$ cat config.mk
export PLATFORM = sky130hd
export DESIGN_NAME = ov_init_seq
export DESIGN_NICKNAME = d
export VERILOG_FILES = /design/src/rtl/ov_init_seq.sv
export SDC_FILE = /design/constraint.sdc
export NUM_CORES = 1
export LEC_CHECK = 0
export CAP_MARGIN = 20
export CORE_MARGIN = 2
export CORE_UTILIZATION = 29
export DETAILED_ROUTE_END_ITERATION = 10
export SLEW_MARGIN = 40
export SYNTH_ARGS = -nofsm -noshare
export SYNTH_HDL_FRONTEND = slang
export SYNTH_SLANG_ARGS = --single-unit
$ cat constraint.sdc
create_clock -name clk -period 3 [get_ports clk]
set_input_delay 0.45 -clock clk [delete_from_list [all_inputs] [get_ports clk]]
set_output_delay 0.45 -clock clk [all_outputs]
set_load 0.05 [all_outputs]
$ cat src/rtl/ov_init_seq.sv
// OV camera power-up and SCCB register-table sequencer.
// Drives pwdn/reset with timed holds, then walks a {reg,val} table with NACK retries.
module ov_init_seq #(
    parameter int unsigned ADDR_W       = 8,
    parameter logic [7:0]  DEV_ADDR     = 8'h42,
    parameter int unsigned PWDN_CYCLES  = 65536,
    parameter int unsigned RST_CYCLES   = 65536,
    parameter int unsigned WAIT_CYCLES  = 262144,
    parameter int unsigned GAP_CYCLES   = 1024,
    parameter int unsigned SWRST_CYCLES = 262144,
    parameter int unsigned MAX_RETRY    = 3
) (
    input  logic              clk,
    input  logic              rst,
    input  logic              start,
    output logic [ADDR_W-1:0] rom_addr,
    input  logic [15:0]       rom_data,
    output logic              sccb_req,
    output logic [7:0]        sccb_dev,
    output logic [7:0]        sccb_reg,
    output logic [7:0]        sccb_val,
    input  logic              sccb_done,
    input  logic              sccb_nack,
    output logic              ov_pwdn,
    output logic              ov_rst,
    output logic              work_done,
    output logic              error,
    output logic [31:0]       debug_out
);

    localparam logic [31:0] PWDN_LD  = 32'(PWDN_CYCLES - 1);
    localparam logic [31:0] RST_LD   = 32'(RST_CYCLES - 1);
    localparam logic [31:0] WAIT_LD  = 32'(WAIT_CYCLES - 1);
    localparam logic [31:0] GAP_LD   = 32'(GAP_CYCLES - 1);
    localparam logic [31:0] SWRST_LD = 32'(SWRST_CYCLES - 1);
    localparam logic [3:0]  MAX_R    = 4'(MAX_RETRY);

    typedef enum logic [3:0] {
        S_IDLE, S_PWDN, S_RST, S_SETTLE, S_FETCH,
        S_LATCH, S_ISSUE, S_GAP, S_DONE, S_FAIL
    } state_t;

    state_t            state_q, state_d;
    logic [31:0]       cnt_q, cnt_d;
    logic [ADDR_W-1:0] addr_q, addr_d;
    logic [7:0]        reg_q, reg_d, val_q, val_d;
    logic [3:0]        retry_q, retry_d;
    logic              ok_q, ok_d;
    logic              req_q, req_d;
    logic              pwdn_q, pwdn_d, orst_q, orst_d;
    logic              wdone_q, wdone_d, err_q, err_d;

    always_ff @(posedge clk) begin
        if (rst) begin
            state_q <= S_IDLE;
            cnt_q   <= '0;
            addr_q  <= '0;
            reg_q   <= '0;
            val_q   <= '0;
            retry_q <= '0;
            ok_q    <= 1'b0;
            req_q   <= 1'b0;
            pwdn_q  <= 1'b1;
            orst_q  <= 1'b0;
            wdone_q <= 1'b0;
            err_q   <= 1'b0;
        end else begin
            state_q <= state_d;
            cnt_q   <= cnt_d;
            addr_q  <= addr_d;
            reg_q   <= reg_d;
            val_q   <= val_d;
            retry_q <= retry_d;
            ok_q    <= ok_d;
            req_q   <= req_d;
            pwdn_q  <= pwdn_d;
            orst_q  <= orst_d;
            wdone_q <= wdone_d;
            err_q   <= err_d;
        end
    end

    always_comb begin
        state_d = state_q;
        cnt_d   = cnt_q;
        addr_d  = addr_q;
        reg_d   = reg_q;
        val_d   = val_q;
        retry_d = retry_q;
        ok_d    = ok_q;
        req_d   = req_q;
        pwdn_d  = pwdn_q;
        orst_d  = orst_q;
        wdone_d = wdone_q;
        err_d   = err_q;
        unique case (state_q)
            S_PWDN: begin
                if (cnt_q == '0) begin
                    state_d = S_RST;
                    cnt_d   = RST_LD;
                    pwdn_d  = 1'b0;
                end else cnt_d = cnt_q - 32'd1;
            end
            S_RST: begin
                if (cnt_q == '0) begin
                    state_d = S_SETTLE;
                    cnt_d   = WAIT_LD;
                    orst_d  = 1'b1;
                end else cnt_d = cnt_q - 32'd1;
            end
            S_SETTLE: begin
                if (cnt_q == '0) begin
                    state_d = S_FETCH;
                    addr_d  = '0;
                    retry_d = '0;
                end else cnt_d = cnt_q - 32'd1;
            end
            S_FETCH: state_d = S_LATCH;
            S_LATCH: begin
                if (rom_data == 16'hFFFF) begin
                    state_d = S_DONE;
                    wdone_d = 1'b1;
                end else begin
                    state_d = S_ISSUE;
                    reg_d   = rom_data[15:8];
                    val_d   = rom_data[7:0];
                    req_d   = 1'b1;
                end
            end
            S_ISSUE: begin
                // retry is cleared on success rather than in LATCH so re-fetches keep the count
                if (sccb_done) begin
                    req_d = 1'b0;
                    if (!sccb_nack) begin
                        ok_d    = 1'b1;
                        retry_d = '0;
                        if (addr_q == '1) begin
                            state_d = S_DONE;
                            wdone_d = 1'b1;
                        end else begin
                            state_d = S_GAP;
                            cnt_d   = (reg_q == 8'h12 && val_q[7]) ? SWRST_LD : GAP_LD;
                        end
                    end else if (retry_q < MAX_R) begin
                        ok_d    = 1'b0;
                        retry_d = retry_q + 4'd1;
                        state_d = S_GAP;
                        cnt_d   = GAP_LD;
                    end else begin
                        state_d = S_FAIL;
                        err_d   = 1'b1;
                    end
                end
            end
            S_GAP: begin
                if (cnt_q == '0) begin
                    state_d = S_FETCH;
                    if (ok_q) addr_d = addr_q + ADDR_W'(1);
                end else cnt_d = cnt_q - 32'd1;
            end
            default: ;
        endcase
        if (start && (state_q == S_IDLE || state_q == S_DONE || state_q == S_FAIL)) begin
            state_d = S_PWDN;
            cnt_d   = PWDN_LD;
            pwdn_d  = 1'b1;
            orst_d  = 1'b0;
            req_d   = 1'b0;
            wdone_d = 1'b0;
            err_d   = 1'b0;
        end
    end

    always_comb begin
        rom_addr  = addr_q;
        sccb_req  = req_q;
        sccb_dev  = DEV_ADDR;
        sccb_reg  = reg_q;
        sccb_val  = val_q;
        ov_pwdn   = pwdn_q;
        ov_rst    = orst_q;
        work_done = wdone_q;
        error     = err_q;
        debug_out = {state_q, retry_q, 8'h00, 16'(addr_q)};
    end

endmodule

**Layout detail**

Region (47, 23) to (72, 48) µm. Cells in gray, sequential cells in the stronger gray; small squares are vias.
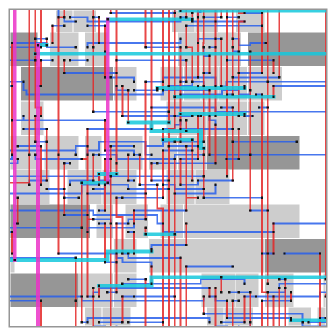
Key: blue = metal 1; magenta = metal 4; red = metal 2; cyan = metal 3
Netlist names of flops here include cnt_q (5), ov_rst (1). Sequential cells in the window: 6. Most frequent: nor3_1 (7), dfxtp_1 (6). 52 logic cells have their middle in the window.

**Register map, names as in the netlist**

Drawn at 2 px/µm.
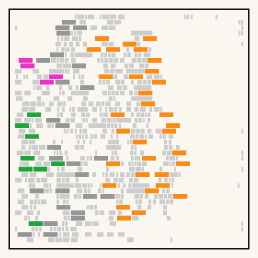
Key: magenta = retry_q [flops 4, where upper left]; green = sccb_val [flops 8]; orange = cnt_q [flops 32]
post-layout util: 38.4%
Seq area share: 27.9%
register area: 0.00140 mm²
Seq. pwr: 1.07 mW

**Routing congestion**

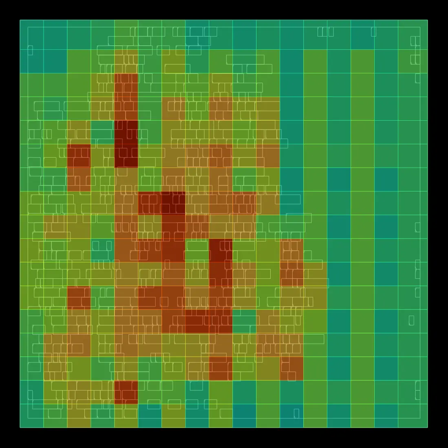
grt peak-use layer: met2
WL/cell: 15.3 µm
grt met2 use: 28.7%

**I/O pins on the die edge**

Drawn at 4 px/µm. Pins as bars across the die edge, other pins in gray.
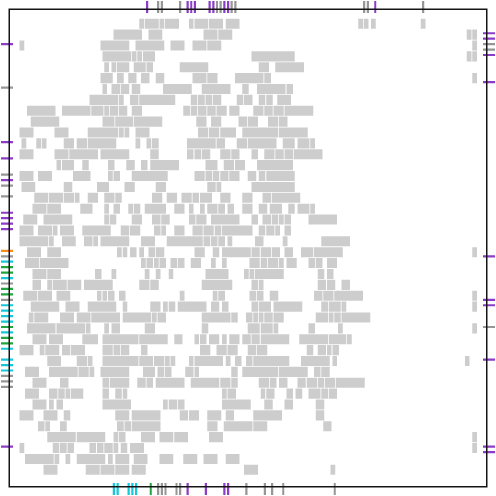
Key: cyan = rom_data [pins 16, direction input, edge 11 left, 5 bottom]; purple = debug_out [pins 32, direction output, edge 10 right, 9 top, 9 left, 4 bottom]; green = sccb_val [pins 8, direction output, edge 7 left, 1 bottom]; orange = sccb_done [pins 1, direction input, edge left]
All pins by edge: 38 left, 20 bottom, 19 top, 13 right.
Port-buffer cells: 65
die width: 119 µm
Chip Height: 119 µm

**Gate-type map**

Drawn at 2 px/µm.
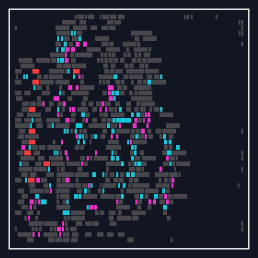
Key: magenta = NAND gates [cells 70]; cyan = NOR gates [cells 91]; red = multiplexers [cells 9, where middle left]
fraction of area in multi-input gates: 43.1%
final non-filler cell total: 736
Top cell excl fill/tap: dfxtp_1

==> impl_metrics.toml <==
# flow metrics
[status]
status = "finished, final reports clean"

[worst_setup_path]
cp-startpoint = "cnt_q[24]"
critPathArrivalTime_ns = 3.12
r2r-start = "cnt_q[24]"

[place]
dpl_cell_area_mm2 = 0.00470
hpwl_mm = 8.23

[yosys]
ys_area_mm2 = 0.00384
synth_flop_count = 70
dominantRegCellSynth = "dfxtp_1"
yosys.area.top_type_share_pct = 36.5
synth_area_per_cell_um2 = 7.96
synthMuxAreaShare_pct = 2.35

[routing]
via_per_inst = 5.32
routed-wl-met2_mm = 5.64

[power_and_ir_drop]
pg_clk_mw = 1.14
power_frac_seq_pct = 36.9

[layout]
logic_area_mm2 = 0.00217
stdcell_area_mm2 = 0.00503

[timing]
final-hold-violation-count = 0

[clock_tree]
h-tree-depth = 3
cts_made_buffers = 9
clock.latency.late_pin_ns = 0.33
[layout make-up]
cell class	count	share of cell area, %
Inverter	8	0.597
Clock inverter	4	1.39
Clock buffer	12	4.90
Timing Repair Buffer	97	17.7
Tap cell	176	4.38
Multi-Input combinational cell	369	43.1
Sequential cell	70	27.9
[worst max-delay path: stages, from the launching register on]
cell	delay [ns]
dfxtp_1	0.33
or4_1	0.55
or4_4	0.43
or4_1	0.52
buf_4	0.20
o31ai_4	0.36
a41oi_1	0.18
a211oi_1	0.23
[kinds of logic (layout without fill, tap and decap cells)]
logic type,after synthesis,count (layout)
fa+ha+maj,3,3
buf+inv,65,121
simple gates,198,198
xor+xnor,10,10
other cells,2,24
compound gates,125,125
flops,70,70
mux,9,9
Power is estimated from default activity; no workload was simulated.
